--- config.mk ---
export PLATFORM = sky130hd
export DESIGN_NAME = fifo_rd_stream
export DESIGN_NICKNAME = d
export VERILOG_FILES = /design/src/rtl/fifo_rd_pkg.sv /design/src/rtl/fifo_rd_skid.sv /design/src/rtl/fifo_rd_stream.sv
export SDC_FILE = /design/constraint.sdc
export NUM_CORES = 1
export LEC_CHECK = 0
export CORE_MARGIN = 5
export CORE_UTILIZATION = 27
export DETAILED_ROUTE_END_ITERATION = 8
export GPL_TIMING_DRIVEN = 0
export PLACE_DENSITY = 0.49
export SLEW_MARGIN = 20
export SYNTH_ARGS = -nofsm -noshare
export SYNTH_HDL_FRONTEND = slang
export SYNTH_HIERARCHICAL = 1
export SYNTH_SLANG_ARGS = --single-unit
--- constraint.sdc ---
create_clock -name clk -period 2.7 [get_ports clk]
set_input_delay 0.675 -clock clk [delete_from_list [all_inputs] [get_ports clk]]
set_output_delay 0.675 -clock clk [all_outputs]
set_load 0.1 [all_outputs]
--- src/rtl/fifo_rd_pkg.sv ---
// fifo_rd_pkg: shared types and constants for the FIFO read-side streamer.
//   occ_t              - buffer occupancy (0..2 words)
//   FIFO_RD_BUF_DEPTH  - prefetch buffer entries
//   beat_cnt_w()       - width of the accepted-beat counter for a FIFO depth
package fifo_rd_pkg;

    localparam int FIFO_RD_BUF_DEPTH = 2;

    typedef logic [1:0] occ_t;

    function automatic int beat_cnt_w(input int depth);
        return $clog2(depth) + 1;
    endfunction

endpackage

--- src/rtl/fifo_rd_skid.sv ---
// fifo_rd_skid: 2-entry circular prefetch buffer.
//   clk, rstN   - clock, async active-low reset
//   push        - write push_data into the tail entry
//   push_data   - word captured from the FIFO
//   pop         - consumer took the head entry
//   occ         - number of buffered words
//   head_data   - word at the head pointer
// Push and pop in the same cycle leave occ unchanged and advance both
// pointers. The caller guarantees push never happens while full.
module fifo_rd_skid
    import fifo_rd_pkg::*;
#(
    parameter int WIDTH = 8
) (
    input  logic             clk,
    input  logic             rstN,
    input  logic             push,
    input  logic [WIDTH-1:0] push_data,
    input  logic             pop,
    output occ_t             occ,
    output logic [WIDTH-1:0] head_data
);

    logic [WIDTH-1:0] mem [FIFO_RD_BUF_DEPTH];
    logic             head;
    logic             tail;

    always_ff @(posedge clk or negedge rstN) begin
        if (!rstN) begin
            head <= 1'b0;
            tail <= 1'b0;
            occ  <= '0;
        end else begin
            if (push) tail <= ~tail;
            if (pop)  head <= ~head;
            occ <= occ + occ_t'(push) - occ_t'(pop);
        end
    end

    // Storage carries no reset: contents are only observed while occ != 0.
    always_ff @(posedge clk) begin
        if (push) mem[tail] <= push_data;
    end

    assign head_data = mem[head];

endmodule

--- src/rtl/fifo_rd_stream.sv ---
// fifo_rd_stream: read-side master for the synchronous FIFO. Issues rd_en,
// captures the registered FIFO data one cycle later into a 2-entry prefetch
// buffer, and presents the buffer head on a valid/ready stream.
//   clk, rstN  - clock, async active-low reset
//   enable     - permits new FIFO reads
//   rd_en      - FIFO read enable (never while empty)
//   empty      - FIFO empty flag
//   fifo_data  - FIFO data_out, valid the cycle after rd_en
//   m_valid, m_data, m_ready - output stream
//   beat_cnt   - accepted beats, wrapping
//   busy       - words buffered or in flight
module fifo_rd_stream
    import fifo_rd_pkg::*;
#(
    parameter int FIFO_WIDTH = 8,
    parameter int FIFO_DEPTH = 16
) (
    input  logic                                  clk,
    input  logic                                  rstN,
    input  logic                                  enable,
    output logic                                  rd_en,
    input  logic                                  empty,
    input  logic [FIFO_WIDTH-1:0]                 fifo_data,
    output logic                                  m_valid,
    output logic [FIFO_WIDTH-1:0]                 m_data,
    input  logic                                  m_ready,
    output logic [beat_cnt_w(FIFO_DEPTH)-1:0]     beat_cnt,
    output logic                                  busy
);

    localparam int BW = beat_cnt_w(FIFO_DEPTH);

    occ_t       occ;
    logic       inflight;
    logic       pop;
    logic [2:0] pending;

    assign m_valid = (occ != '0);
    assign pop     = m_valid & m_ready;

    // Credit: words that will sit in the buffer after this edge. A read is
    // issued only if its data will find a free slot one cycle later. Taking
    // pop into account (combinational from m_ready) keeps a full-rate stream
    // from bubbling.
    assign pending = {1'b0, occ} + {2'b0, inflight} - {2'b0, pop};
    assign rd_en   = enable & ~empty & (pending <= 3'd1);

    assign busy = m_valid | inflight;

    always_ff @(posedge clk or negedge rstN) begin
        if (!rstN) begin
            inflight <= 1'b0;
            beat_cnt <= '0;
        end else begin
            inflight <= rd_en;
            if (pop) beat_cnt <= beat_cnt + BW'(1);
        end
    end

    fifo_rd_skid #(
        .WIDTH(FIFO_WIDTH)
    ) u_skid (
        .clk      (clk),
        .rstN     (rstN),
        .push     (inflight),
        .push_data(fifo_data),
        .pop      (pop),
        .occ      (occ),
        .head_data(m_data)
    );

endmodule
==> results.cfg, run 1 <==
; flow metrics
[finish]
buffers_excl_clock = 34
logic_area_um2 = 417
fin_nets = 122
nMultiInputCombCells = 33
non_clock_inverter_count = 5
nonClkBufAreaFrac_pct = 20.2
final-seq-area_um2 = 733
antenna_cells = 0
seq_area_share_pct = 46.0
largest_class = registers
drive_above_1_share_pct = 30.7
layout_top_cells = 16 x clkdlybuf4s50_1, 16 x edfxtp_1, 10 x dlygate4sd2_1
syn_to_final_growth_pct = 41.2
clkCellAreaFrac_pct = 2.59
ff_count = 26
nFillCells = 391

[synthesis]
syn_area_um2 = 1130
seq_area_frac_synth_pct = 64.7
synthTopCellsByArea = edfxtp_1 43%, dfrtp_1 22%, mux2_4 12%, ha_1 5.5%, xor2_1 3.1%
top_cell_area_share_pct = 42.6
synth.distinct_cells = 18
synthArstFlopShare_pct = 38.5
syn_inst = 65
synth_warnings = 6
yosys-stat-area_um2 = 1130
ff_type = edfxtp_1
ys_cells = 65
avgSynthCellArea_um2 = 17.4

[global_routing]
grt_pass1_vias = 698
overflow = 0
grt_pass1_wl_mm = 3.04
grt_start_max_net_pins = 14
antenna_found_initial = 0

[final_timing]
rsz0062_at_grt = true
tightest_slew_ns = 0.975
period_minus_slack_ns = 2.92
finalHoldViolations = 0
setup_viol = 1
min_period_over_period_pct = 108
finalWorstSetupSlack_ns = -0.223

[outcome]
status = complete, but fails checks
violations = setup timing

[drt]
drt-vias-per-instance = 4.05
ant_nets = 0
wire_per_inst_um = 12.4
dr.pass1.iters = 2

[critical_path]
crit_end = rd_en
reg2reg_to = inflight
critPathKind = flip-flop to output pin
startpoint = u_skid/occ[0]
cp-end-kind = output pin
slowest_stage = dfrtp_2
startpoint_type = flip-flop
cp.arrival_ns = 2.25
worstRegToRegCells = 10
crit_path_cell_trace = o21a_4 > ha_4 > inv_2 > ha_4 > inv_2 > fa_2 > xor2_2 > nor3_4 > buf_12

[clocking]
clock_latency_ns = 0.26
postCtsSetupRepairBufs = 4
h-tree-depth = 1
cts_tree = done
path_clk_slew_ns = 0.08
clock-sinks = 26
holdBufCountCts = 0
cts_root_buf = clkbuf_8

[place]
placed_cell_area_um2 = 1520
io_buffers = 28

[floorplanning]
die_x_um = 74.7
initial_utilization_pct = 28.0
die_height_um = 74.7
ios = 29
coreArea_um2 = 4030
die-area_um2 = 5570
row_count = 23

[worst_hold_path]
whs_path_depth = 1
hold_class = flip-flop to flip-flop

[flow_run]
cap_violations = 0
log.warning_count = 30
run 1: sequential cells by signal (all words and copies together) (netlist names):
| name | cells |
|---|---|
| u_skid/head | 1 |
| u_skid/occ | 2 |
| u_skid/mem | 16 |
| inflight | 1 |
| u_skid/tail | 1 |
| beat_cnt | 5 |
run 1: Yosys cell counts, drive strengths merged, types with 2 or more instances:
cell    instances
ha              5
nand4           2
nand2           2
edfxtp         16
xor2            4
xnor2           3
dfrtp          10
mux2            9
inv             5
run 1: critical path, delay by kind of cell (launching register included):
kind,cells,cell delay [ns]
flops,1,0.42
xor+xnor,1,0.16
buf+inv,3,0.28
simple gates,1,0.23
compound gates,1,0.23
fa+ha+maj,3,0.66
run 1: stage by stage:
step / hold slack (ns) / setup WS (ns) / setup TNS [ns] / cells
after detailed placement: 0.474 / -1.66 / -1.66 / 143
after CTS: 0.489 / -0.311 / -0.311 / 150
after floorplan: 0.379 / -0.577 / -0.689 / 65
after global routing: 0.509 / -0.320 / -0.320 / 151
final: 0.484 / -0.223 / -0.223 / 151
after global placement: 0.469 / -1.64 / -1.64 / 143
run 1: layer usage:
layer  share of wire (%)  GRT usage [%]
met3                 9.5           2.40
met2                  46           12.7
met1                  44           8.47
met5                   0              0
met4                   0           2.37
run 1: cell families after synthesis:
| group | synth area share (%) |
|---|---|
| flops | 64.7 |
| mux | 12.0 |
| simple gates | 4.44 |
| xor+xnor | 7.54 |
| buf+inv | 2.66 |
| fa+ha+maj | 7.32 |
| compound gates | 1.33 |
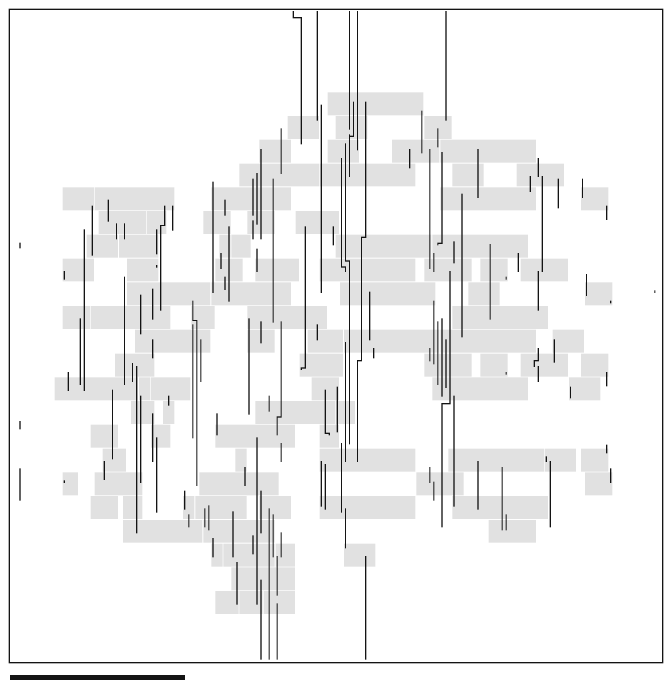
Fig. 1. Signal wires on met2 (run 1).
Scale bar: 20 µm.
main direction: vertical
wire length on this layer: 863 µm
nets with wire on the layer: 105
longest straight run: 21.4 µm
total length of routed wires: 1.87 mm
total number of vias: 612
M2 GR Usage: 12.7%

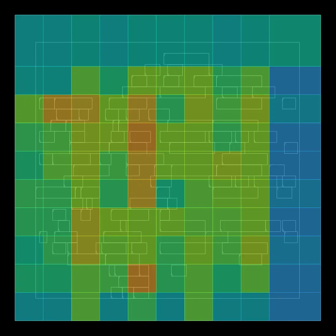
Fig. 2. Routing congestion map (run 1).
Final Util: 39.6%
met1 GRT Util: 8.47%
most used routing layer: met2
GRT Total Usage: 7.28%
met3 usage: 2.40%

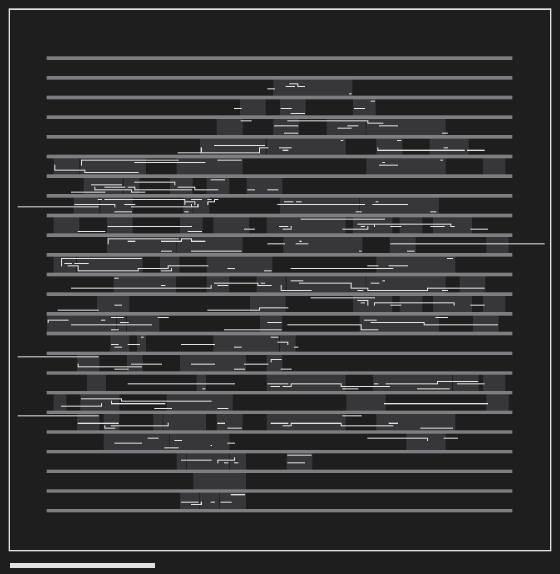
Fig. 3. The metal 1 layer (run 1).
Scale bar: 20 µm. Supply wires on this layer in gray.
wire length on this layer: 824 µm
main direction: horizontal
share of all routed wire: 44%

Fig. 4: run 1, sizing map
Scale bar: 20 µm.
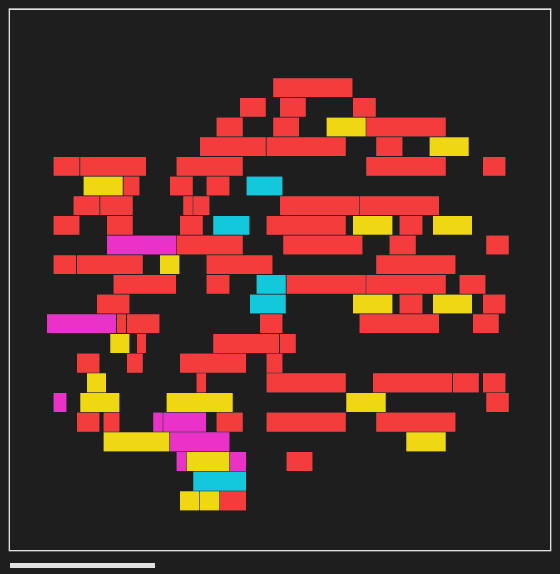

## Run 2: what changed since run 1
--- a/config.mk
+++ b/config.mk
@@ -5,11 +5,13 @@
 export SDC_FILE = /design/constraint.sdc
 export NUM_CORES = 1
 export LEC_CHECK = 0
+export CORE_ASPECT_RATIO = 1.1
 export CORE_MARGIN = 5
 export CORE_UTILIZATION = 27
 export DETAILED_ROUTE_END_ITERATION = 8
 export GPL_TIMING_DRIVEN = 0
 export PLACE_DENSITY = 0.49
+export RECOVER_POWER = 50
 export SLEW_MARGIN = 20
 export SYNTH_ARGS = -nofsm -noshare
 export SYNTH_HDL_FRONTEND = slang
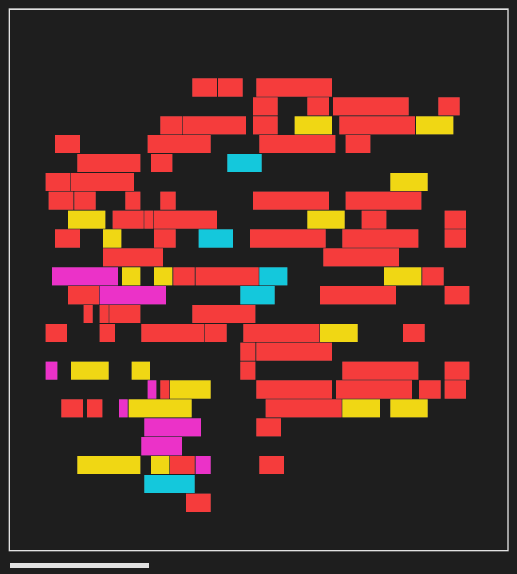
Fig. 5. Sizing map (run 2).
Scale bar: 20 µm.
| size | color | cells | share |
|---|---|---|---|
| drive 2 | magenta | 8 | 7.9% |
| drive 3 to 4 | yellow | 18 | 18% |
| drive 6 and up | cyan | 5 | 5.0% |
| drive 1 or less | red | 70 | 69% |

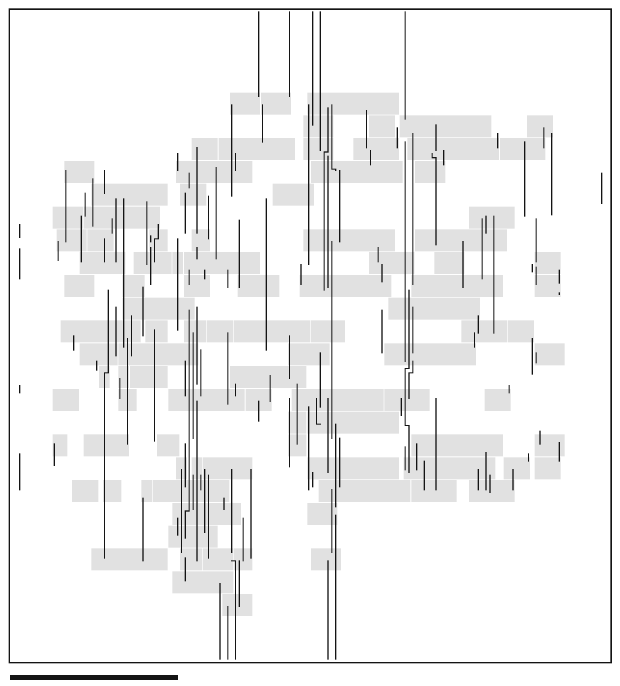
Fig. 6. Signal wires on met2 (run 2).
Scale bar: 20 µm.
nets with wire on the layer: 104
share of all routed wire: 51%
main direction: vertical
wire length on this layer: 953 µm
longest straight run: 26.2 µm
M2 GR Usage: 12.0%
total number of vias: 618
total length of routed wires: 1.88 mm

==> run 2 against run 1 <==
Against the previous run: the run still ends with setup timing left; via count is 0.98% higher; routed wire length increased by 0.80%; critical path depth unchanged; register-to-register slack improved by 0.06 ns; count of clock-buffer cells in the layout unchanged; final cell count grew 1.3%; highest routed layer unchanged.
==> results.cfg, run 2 <==
; flow metrics
[synthesis]
common_cells = 16 x edfxtp_1, 10 x dfrtp_1, 9 x mux2_4
syn_area_um2 = 1130
avgSynthCellArea_um2 = 17.4
synth.distinct_cells = 18
ys_sh_simple_pct = 4.43
ys_sh_mux_pct = 12.0
aoi_share_pct = 1.33
ys_cells = 65
syn_inst = 65
yosys-stat-area_um2 = 1130
synthTopCellsByArea = edfxtp_1 43%, dfrtp_1 22%, mux2_4 12%, ha_1 5.5%, xor2_1 3.1%
ff_type = edfxtp_1
seq_area_frac_synth_pct = 64.7
adder_share_pct = 7.32
synth_warnings = 6
top_cell_area_share_pct = 42.6
logic_family = multiplexers

[clocking]
clock_latency_ns = 0.25
path_clk_slew_ns = 0.08
h-tree-depth = 1
postCtsSetupRepairBufs = 4
clock-sinks = 26
cts_root_buf = clkbuf_8
holdBufCountCts = 0

[finish]
fin_nets = 122
fin_util_pct = 40.0
antenna_cells = 0
top_regs = u_skid/mem: 16 flops, beat_cnt: 5 flops, u_skid/occ: 2 flops
drive_above_1_share_pct = 30.7
syn_to_final_growth_pct = 41.5
layout_top_cells = 16 x edfxtp_1, 10 x dlygate4sd2_1, 9 x mux2_4, 9 x clkdlybuf4s50_1, 8 x dfrtp_1
regMostFlops = u_skid/mem

[critical_path]
worstRegToRegCells = 9
reg2reg_to = inflight
critPathKind = flip-flop to output pin
cp.arrival_ns = 2.27
startpoint = u_skid/occ[0]
cp-end-kind = output pin
startpoint_type = flip-flop
path_max_fanout = 2

[final_timing]
min_period_over_period_pct = 109
finalHoldViolations = 0
finalWorstSetupSlack_ns = -0.244
rsz0062_at_grt = true
setup-tns-final_ns = -0.244
whs_ns = 0.481
tightest_slew_ns = 0.974
period_minus_slack_ns = 2.94
setup_viol = 1
maxSlewViolCount = 0

[floorplanning]
row_count = 24
die_height_um = 77.8
ios = 29
die_x_um = 71.6
die-area_um2 = 5570
coreArea_um2 = 3990

[flow_run]
log.warning_count = 30
cap_violations = 0

[global_routing]
grt_start_max_net_pins = 14
antenna_found_initial = 0
grt_pass1_vias = 677
overflow = 0
grt_pass1_wl_mm = 3.24

[place]
place_ws_ns = -1.68

[drt]
ant_nets = 0
wire_per_inst_um = 12.3
dr.pass1.iters = 2

[worst_hold_path]
whs_path_depth = 1
hold_class = flip-flop to flip-flop

[outcome]
violations = setup timing
status = complete, but fails checks
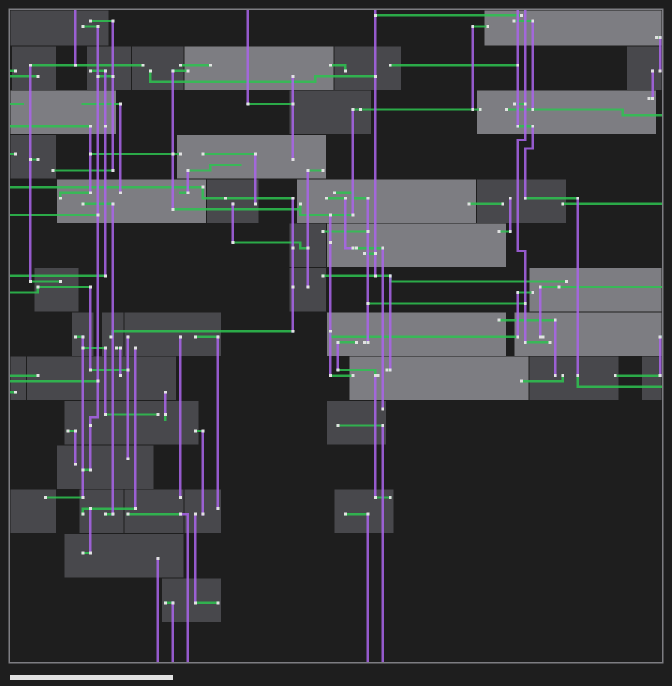
Fig. 7. A small window of the routed layout (run 2).
Scale bar: 10 µm. Window x 16 to 56, y 3 to 43 µm. Cells in gray, sequential cells in the stronger gray; small squares are vias.
| layer | color |
|---|---|
| met1 | green |
| met2 | purple |
netlist names of flops here include: u_skid/mem (8)
most frequent: edfxtp_1 (8), buf_4 (4), dfrtp_1 (3)
cells with their middle in the window: 39
sequential cells in the window: 12

## run 2: cell counts after synthesis
Identical to the previous run, type by type.
## run 2: worst max path at each step
stage                 end  slack, ns
floorplan           rd_en      -0.58
global placement    rd_en      -1.66
detailed placement  rd_en      -1.68
CTS                 rd_en      -0.32
global route        rd_en      -0.35
finish              rd_en      -0.24
## run 2: per-layer routing
metal,vias to the layer above,share of wire [%],track usage (%)
met2,19,51,12.0
met3,0,6.9,1.55
met4,0,0,2.26
li1,299,-,-
met5,-,0,0
met1,300,42,9.61
## run 2: cell families (layout without fill, tap and decap cells)
| logic type | count (synthesis) | in the layout |
|---|---|---|
| AND-OR/OR-AND | 1 | 1 |
| XOR/XNOR | 8 | 8 |
| adder cells (fa/ha/maj) | 6 | 6 |
| buffers and inverters | 6 | 42 |
| flip-flops | 26 | 26 |
| multiplexers | 9 | 9 |
| AND/OR/NAND/NOR | 9 | 9 |
## run 2: per-stage QoR
| stage | cell area, µm² | instances |
|---|---|---|
| global placement | 1520 | 145 |
| floorplan | 1180 | 65 |
| detailed placement | 1520 | 145 |
| global route | 1600 | 153 |
| CTS | 1590 | 152 |
| finish | 1600 | 153 |
## run 2: layout make-up
class                      count  area [µm²]
timing repair buffer          33         310
fill                         385        2400
multi-input combinational     33         417
clock buffer                   3        41.3
sequential                    26         733
inverter                       5        18.8
buffer                         1        11.3
tap                           52        65.1
## run 2: critical path, stage by stage, from the launching register on
cell and delay [ns]:
dfrtp_2 0.42, o21a_4 0.23, ha_4 0.21, inv_2 0.06, ha_4 0.12, inv_2 0.03, fa_2 0.52, nand2_2 0.06
nor3_4 0.17, buf_12 0.21
